==> src/rtl/dtw_result_filter_if.sv <==
// Result-FIFO read port and AXI-Stream output bundled for the DTW result filter.
// The filter is the master; the FIFO/DMA environment is the slave.
interface dtw_result_filter_if #(
  parameter int AXIS_WIDTH = 32
);
  logic                  src_fifo_rden;
  logic                  src_fifo_empty;
  logic [31:0]           src_fifo_data;
  logic [AXIS_WIDTH-1:0] m_axis_tdata;
  logic                  m_axis_tvalid;
  logic                  m_axis_tready;
  logic                  m_axis_tlast;

  modport master (
    output src_fifo_rden,
    input  src_fifo_empty,
    input  src_fifo_data,
    output m_axis_tdata,
    output m_axis_tvalid,
    output m_axis_tlast,
    input  m_axis_tready
  );

  modport slave (
    input  src_fifo_rden,
    output src_fifo_empty,
    output src_fifo_data,
    input  m_axis_tdata,
    input  m_axis_tvalid,
    input  m_axis_tlast,
    output m_axis_tready
  );
endinterface

==> src/rtl/dtw_result_filter.sv <==
// Drains 3-word DTW result records (qid, position, minval), applies a match threshold,
// keeps accept/reject statistics and re-emits records as 3-beat AXI-Stream packets.
module dtw_result_filter #(
  parameter int WIDTH      = 16,
  parameter int AXIS_WIDTH = 32
) (
  input  logic                clk,
  input  logic                rst,
  dtw_result_filter_if.master bus,
  input  logic [WIDTH-1:0]    threshold_i,
  input  logic                drop_rejects_i,
  input  logic                clear_stats_i,
  output logic                busy_o,
  output logic [31:0]         n_records_o,
  output logic [31:0]         n_accept_o,
  output logic                fmt_err_o,
  output logic [2:0]          dbg_state_o
);

  localparam logic [2:0] RD_QID = 3'd0;
  localparam logic [2:0] RD_POS = 3'd1;
  localparam logic [2:0] RD_VAL = 3'd2;
  localparam logic [2:0] DECIDE = 3'd3;
  localparam logic [2:0] EMIT0  = 3'd4;
  localparam logic [2:0] EMIT1  = 3'd5;
  localparam logic [2:0] EMIT2  = 3'd6;

  logic [2:0]            state_q,  state_d;
  logic [31:0]           qid_q,    qid_d;
  logic [31:0]           pos_q,    pos_d;
  logic [WIDTH-1:0]      minval_q, minval_d;
  logic                  accept_q, accept_d;
  logic [AXIS_WIDTH-1:0] tdata_q,  tdata_d;
  logic                  tvalid_q, tvalid_d;
  logic                  tlast_q,  tlast_d;
  logic [31:0]           nrec_q,   nrec_d;
  logic [31:0]           nacc_q,   nacc_d;
  logic                  fmt_q,    fmt_d;

  logic                  readState;
  logic                  acceptNow;
  logic                  recInc;
  logic                  accInc;
  logic [31:0]           hiBits;
  logic [AXIS_WIDTH-1:0] lastBeat;

  assign readState = (state_q == RD_QID) || (state_q == RD_POS) || (state_q == RD_VAL);
  assign hiBits    = bus.src_fifo_data >> WIDTH;

  always_comb begin
    lastBeat                 = '0;
    lastBeat[WIDTH-1:0]      = minval_q;
    lastBeat[AXIS_WIDTH-1]   = accept_q;
  end

  always_comb begin
    state_d   = state_q;
    qid_d     = qid_q;
    pos_d     = pos_q;
    minval_d  = minval_q;
    accept_d  = accept_q;
    tdata_d   = tdata_q;
    tvalid_d  = tvalid_q;
    tlast_d   = tlast_q;
    fmt_d     = fmt_q;
    acceptNow = 1'b0;
    recInc    = 1'b0;
    accInc    = 1'b0;

    case (state_q)
      RD_QID: if (!bus.src_fifo_empty) begin
        qid_d   = bus.src_fifo_data;
        state_d = RD_POS;
      end
      RD_POS: if (!bus.src_fifo_empty) begin
        pos_d   = bus.src_fifo_data;
        state_d = RD_VAL;
      end
      RD_VAL: if (!bus.src_fifo_empty) begin
        minval_d = bus.src_fifo_data[WIDTH-1:0];
        if (hiBits != 32'd0) fmt_d = 1'b1;
        state_d  = DECIDE;
      end
      DECIDE: begin
        acceptNow = (minval_q <= threshold_i);
        accept_d  = acceptNow;
        recInc    = 1'b1;
        accInc    = acceptNow;
        if (drop_rejects_i && !acceptNow) begin
          state_d = RD_QID;
        end else begin
          tvalid_d = 1'b1;
          tdata_d  = AXIS_WIDTH'(qid_q);
          tlast_d  = 1'b0;
          state_d  = EMIT0;
        end
      end
      // Each handshake loads the following beat directly, so the stream has no bubbles.
      EMIT0: if (bus.m_axis_tready) begin
        tdata_d = AXIS_WIDTH'(pos_q);
        state_d = EMIT1;
      end
      EMIT1: if (bus.m_axis_tready) begin
        tdata_d = lastBeat;
        tlast_d = 1'b1;
        state_d = EMIT2;
      end
      EMIT2: if (bus.m_axis_tready) begin
        tvalid_d = 1'b0;
        tlast_d  = 1'b0;
        state_d  = RD_QID;
      end
      default: state_d = RD_QID;
    endcase

    nrec_d = nrec_q;
    nacc_d = nacc_q;
    if (recInc && (nrec_q != 32'hFFFF_FFFF)) nrec_d = nrec_q + 32'd1;
    if (accInc && (nacc_q != 32'hFFFF_FFFF)) nacc_d = nacc_q + 32'd1;
    // A clear wins over any increment or format error arriving in the same cycle.
    if (clear_stats_i) begin
      nrec_d = '0;
      nacc_d = '0;
      fmt_d  = 1'b0;
    end
  end

  always_ff @(posedge clk or posedge rst) begin
    if (rst) begin
      state_q  <= RD_QID;
      qid_q    <= '0;
      pos_q    <= '0;
      minval_q <= '0;
      accept_q <= 1'b0;
      tdata_q  <= '0;
      tvalid_q <= 1'b0;
      tlast_q  <= 1'b0;
      nrec_q   <= '0;
      nacc_q   <= '0;
      fmt_q    <= 1'b0;
    end else begin
      state_q  <= state_d;
      qid_q    <= qid_d;
      pos_q    <= pos_d;
      minval_q <= minval_d;
      accept_q <= accept_d;
      tdata_q  <= tdata_d;
      tvalid_q <= tvalid_d;
      tlast_q  <= tlast_d;
      nrec_q   <= nrec_d;
      nacc_q   <= nacc_d;
      fmt_q    <= fmt_d;
    end
  end

  assign bus.src_fifo_rden = readState && !bus.src_fifo_empty;
  assign bus.m_axis_tdata  = tdata_q;
  assign bus.m_axis_tvalid = tvalid_q;
  assign bus.m_axis_tlast  = tlast_q;
  assign busy_o            = (state_q != RD_QID);
  assign n_records_o       = nrec_q;
  assign n_accept_o        = nacc_q;
  assign fmt_err_o         = fmt_q;
  assign dbg_state_o       = state_q;

endmodule
==> src/flat_wrapper.sv <==
// flat-port wrapper written by rule: the top's interface ports become plain ports
module dtw_result_filter_flat 
#(
  parameter int WIDTH      = 16,
  parameter int AXIS_WIDTH = 32
)
  (clk, rst, threshold_i, drop_rejects_i, clear_stats_i, busy_o, n_records_o, n_accept_o, fmt_err_o, dbg_state_o, bus_src_fifo_rden, bus_src_fifo_empty, bus_src_fifo_data, bus_m_axis_tdata, bus_m_axis_tvalid, bus_m_axis_tlast, bus_m_axis_tready);
  dtw_result_filter_if #(.AXIS_WIDTH(AXIS_WIDTH)) bus_i ();
  input  logic clk;
  input  logic rst;
  input  logic [WIDTH-1:0] threshold_i;
  input  logic drop_rejects_i;
  input  logic clear_stats_i;
  output logic busy_o;
  output logic [31:0] n_records_o;
  output logic [31:0] n_accept_o;
  output logic fmt_err_o;
  output logic [2:0] dbg_state_o;
  output wire logic [$bits(bus_i.src_fifo_rden)-1:0] bus_src_fifo_rden;
  input wire logic [$bits(bus_i.src_fifo_empty)-1:0] bus_src_fifo_empty;
  input wire logic [$bits(bus_i.src_fifo_data)-1:0] bus_src_fifo_data;
  output wire logic [$bits(bus_i.m_axis_tdata)-1:0] bus_m_axis_tdata;
  output wire logic [$bits(bus_i.m_axis_tvalid)-1:0] bus_m_axis_tvalid;
  output wire logic [$bits(bus_i.m_axis_tlast)-1:0] bus_m_axis_tlast;
  input wire logic [$bits(bus_i.m_axis_tready)-1:0] bus_m_axis_tready;
  assign bus_src_fifo_rden = bus_i.src_fifo_rden;
  assign bus_i.src_fifo_empty = bus_src_fifo_empty;
  assign bus_i.src_fifo_data = bus_src_fifo_data;
  assign bus_m_axis_tdata = bus_i.m_axis_tdata;
  assign bus_m_axis_tvalid = bus_i.m_axis_tvalid;
  assign bus_m_axis_tlast = bus_i.m_axis_tlast;
  assign bus_i.m_axis_tready = bus_m_axis_tready;
  dtw_result_filter #(.WIDTH(WIDTH), .AXIS_WIDTH(AXIS_WIDTH)) u_core (.clk(clk), .rst(rst), .bus(bus_i), .threshold_i(threshold_i), .drop_rejects_i(drop_rejects_i), .clear_stats_i(clear_stats_i), .busy_o(busy_o), .n_records_o(n_records_o), .n_accept_o(n_accept_o), .fmt_err_o(fmt_err_o), .dbg_state_o(dbg_state_o));
endmodule
==> config.mk <==
export PLATFORM = sky130hd
export DESIGN_NAME = dtw_result_filter_flat
export DESIGN_NICKNAME = d
export VERILOG_FILES = /design/src/rtl/dtw_result_filter_if.sv /design/src/rtl/dtw_result_filter.sv /design/src/flat_wrapper.sv
export SDC_FILE = /design/constraint.sdc
export NUM_CORES = 1
export LEC_CHECK = 0
export ABC_CLOCK_PERIOD_IN_PS = 11210
export CELL_PAD_IN_SITES_DETAIL_PLACEMENT = 0
export CELL_PAD_IN_SITES_GLOBAL_PLACEMENT = 2
export CORE_MARGIN = 3
export CORE_UTILIZATION = 37
export DETAILED_ROUTE_END_ITERATION = 12
export GPL_TIMING_DRIVEN = 0
export PLACE_DENSITY_LB_ADDON = 0.1
export SETUP_SLACK_MARGIN = 0.5
export SYNTH_ARGS = -nofsm -noshare
export SYNTH_HDL_FRONTEND = slang
export SYNTH_SLANG_ARGS = --single-unit
==> constraint.sdc <==
create_clock -name clk -period 11.21 [get_ports clk]
set_input_delay 2.242 -clock clk [delete_from_list [all_inputs] [get_ports clk]]
set_output_delay 2.242 -clock clk [all_outputs]
set_load 0.05 [all_outputs]
Fig. 1: clock nets
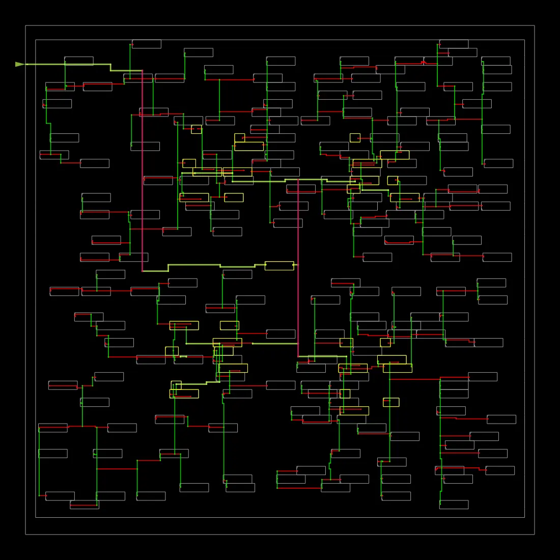
FF+latch count: 183
Num Clock Sinks: 183

Fig. 2: cell classes on the final placement
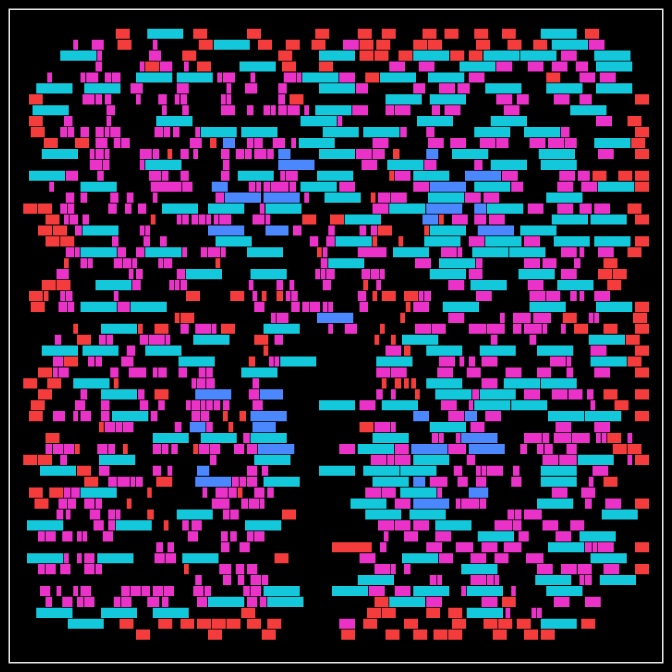
Key: sequential cells = cyan [cells 183, share of their area 41%]; clock drivers and dummy loads = blue [cells 32, share of their area 5.3%]; combinational and other logic = magenta [cells 600, share of their area 38%]; remaining buffers and delay cells = red [cells 206, share of their area 16%]

Fig. 3: selected gate families
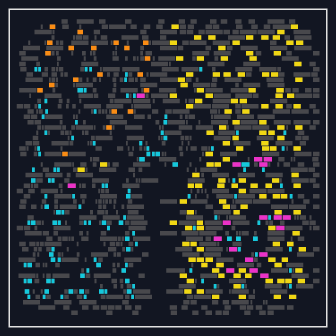
Key: aoi and oai cells = cyan [cells 121, most used a21oi_1]; mux cells = yellow [cells 130, most used mux2_2]; xor and xnor cells = orange [cells 20, most used xnor2_1]; fa/ha/maj cells = magenta [cells 18, most used ha_1]

Fig. 4: sequential cells colored by netlist name
Other sequential cells in the stronger gray, the rest of the logic in the fainter gray.
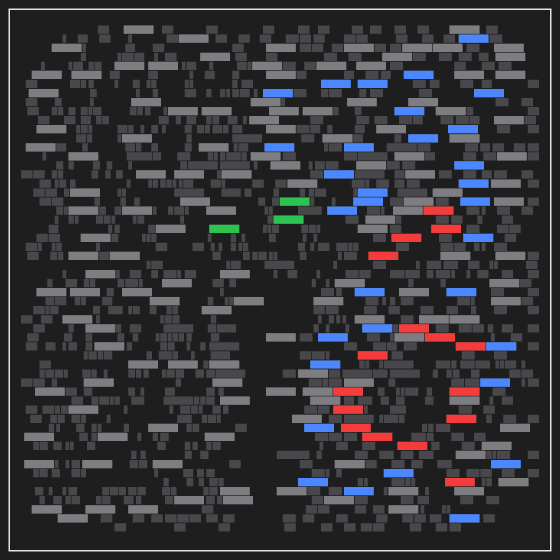
Key: u_core.qid_q = blue [flops 32]; u_core.dbg_state_o = green [flops 3]; u_core.minval_q = red [flops 16]
Another 132 sequential cells are not colored.

Fig. 5: routed clock nets over the placement
The bar under the picture is 50 um long.
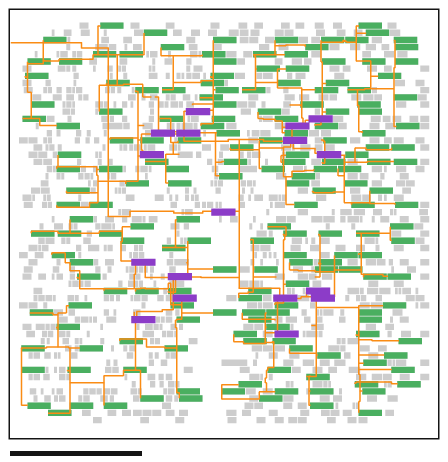
Key: clock wires = orange [length 2440 um]; clock drivers = purple [count 17]; flip-flops = green [count 183]
Position of the flops: spread over the die.

-- per-layer routing --
layer / GRT usage [%] / part of all wire, % / vias to the layer above
met2: 30.0 / 47 / 149
met5: 0 / 0 / -
met3: 4.49 / 4.8 / 11
met1: 27.0 / 48 / 3515
met4: 3.68 / 0.68 / 0
li1: - / - / 3395
-- power groups by stage --
| stage | combinational, uW | clock (uW) | sequential, uW |
|---|---|---|---|
| CTS | 1110 | 623 | 1000 |
| global placement | 1090 | 0 | 1010 |
| floorplan | 562 | 0 | 1220 |
| detailed placement | 1100 | 0 | 1020 |
| finish | 1090 | 606 | 1000 |
| global route | 1180 | 649 | 1030 |
-- how the worst min path moves through the flow --
| stage | to | slack, ns | cells after the start |
|---|---|---|---|
| global placement | u_core.pos_q[7]$_DFFE_PP0P_ | 0.49 | 1 |
| global route | u_core.pos_q[19]$_DFFE_PP0P_ | 0.52 | 1 |
| finish | u_core.accept_q$_DFFE_PP0P_ | 0.50 | 2 |
| CTS | u_core.pos_q[15]$_DFFE_PP0P_ | 0.51 | 1 |
| detailed placement | u_core.pos_q[7]$_DFFE_PP0P_ | 0.49 | 1 |
| floorplan | u_core.accept_q$_DFFE_PP0P_ | 0.45 | 2 |
-- cell families (layout without fill, tap and decap cells) --
group / after synthesis / after routing / share of synthesized area (%)
simple gates: 266 / 266 / 16.1
flops: 183 / 183 / 50.7
compound gates: 140 / 140 / 9.58
mux: 130 / 130 / 16.0
buf+inv: 75 / 264 / 3.31
xor+xnor: 20 / 20 / 1.94
fa+ha+maj: 18 / 18 / 2.49
other cells: 0 / 1 / 0
==> ci_impl_report.md <==
## PnR job results

| Metric | Value |
|---|---|
| CP Launch Point | bus_src_fifo_empty |
| PostCTS Resize Cnt | 0 |
| Crit path top cell by count | clkdlybuf4s50_1 |
| Layout net count | 1080 |
| Chip Height | 162 um |
| Final cell count without fillers | 1341 |
| Total GRT Usage | 19.0% |
| Synthesized area | 9040 um^2 |
| PortBufs | 156 |
| Clock buf/inv share | 5.11% |
| Synth top cell by count | dfrtp_1 |
| Setup Buffers After CTS | 0 |
| Worst path depth | 5 |
| Final WS setup | 4.92 ns |
| CTS tree | done |
| Final Core Density | 49.0% |
| CTS clk-pin slew, worst paths | 0.06 ns |
| Setup crit start kind | input pin |
| Final Hold Viols | 0 |
| #FFs+latches synth | 183 |
| Syn nets | 904 |
| Syn_area_per_cell | 10.9 um^2 |
| Number of OpenROAD warnings | 26 |
| Clock power frac | 22.5% |
| Worst R2R Setup Slack | 8.21 ns |
| Final hold slack | 0.501 ns |
| Post-route cell area | 11600 um^2 |
| First-pass GRT wire length | 40200 um |
| Switching share of power | 38.1% |
| Layout Area Growth over Synthesis | 28.7% |
| Pwr Density | 232 nW/um^2 |
| ANT cells | 1 |
| Crit path to | bus_src_fifo_rden |
| Setup TNS Final | 0 ns |
| Drt first pass iters | 5 |
| Post-synthesis async set-or-reset flop share | 100% |
| Status | finished clean |
| Die area | 26300 um^2 |
| Skew-Pair Late Insertion Delay | 0.43 ns |
| Clock skew | 0.0187 ns |
| CP max stage delay | 0.84 ns |
| Leading cell kind | registers |
| Worst endpoint required time | 8.97 ns |
| Clock Path Buffers | 2 |
| Core footprint | 23800 um^2 |
| Bufs w/o clock | 206 |
| Leakage | 0.00465 uW |
| R2r worst-path depth | 10 |
| Die width | 162 um |
| DRC viols | 0 |
| WP buf/inv | 3 |
| Crit path kind | in -> out |
| Hpwl dp | 17200 um |
| Vias in the first global route | 7285 |
| RD Place Congestion | 0.752 |
| DR vias | 7070 |
| Detail Route Antenna Nets | 0 |
| Most frequent cells in the layout | 183 x dfrtp_1, 156 x clkdlybuf4s50_1, 113 x mux2_2 |
| Inverters | 26 |
| Type of destination of the critical path | output port |
| Commonest cells in the synthesized netlist | 183 x dfrtp_1, 113 x mux2_2, 55 x nand2_1 |
| Hold buffer count at CTS | 0 |
| Tapcell Cnt | 319 |
| Main flop type | dfrtp_1 |
| #MultiIn Comb | 574 |
| Worst hold path class | reg -> reg |
| Total grt overflow | 0 |
| Sequential cell area share | 39.4% |
| Max Fclk | 0.159 GHz |
| CP max stage cell | clkdlybuf4s50_1 |
| Fp_density | 38.1% |
| Worst r2r src | u_core.minval_q[15]$_DFFE_PP0P_ |
| FF+latch area | 4580 um^2 |
| Placed cell count | 1308 |
| Crit share post-route | 56.1% |
| RSZ-0062 raised after global routing | no |
| Final Max Slew Viols | 0 |
| Reg2reg end | u_core.n_accept_o[2]$_DFFE_PP0P_ |
| WL final | 24700 um |
| CP max FO | 6 |
| Via density | 5.27 |
| Main area contributors | dfrtp_1 51%, mux2_2 14%, a21oi_1 2.5%, ha_1 2.5%, nand2_1 2.3% |
| Part of the power in registers | 37.1% |
| Htree depth | 4 |
| Top cell type's share of synthesized area | 50.7% |
| Pint | 1670 uW |
| Synth area leader | dfrtp_1 |
| First-iteration detailed-routing DRC count | 351 |
| Netlist cell types | 48 |
| Filler cell count | 2194 |
| YS warnings | 0 |
| Cell Chain, Critical Path | clkdlybuf4s50_1, or2_2, clkbuf_1, a21oi_1, clkdlybuf4s50_1 |
| Synthesis area per yosys | 9040 um^2 |
| Largest net degree at the start of global routing | 99 |
| CTS buffer count | 17 |
| Cell count in the Yosys report | 832 |
| DP Worst Slack | 4.90 ns |
| Critical Path AT | 4.04 ns |
| Initial antenna violation count | 0 |
| Drt wl/cell | 18.4 um |
| Layout clock buffers | 18 |
| Hold path startpoint | u_core.accept_q$_DFFE_PP0P_ |
| I/O pin count | 158 |
| Combinational share of cell area | 35.8% |
| Final setup viols | 0 |
| Fin crit period | 6.29 ns |
Power and IR drop assume default switching activity.
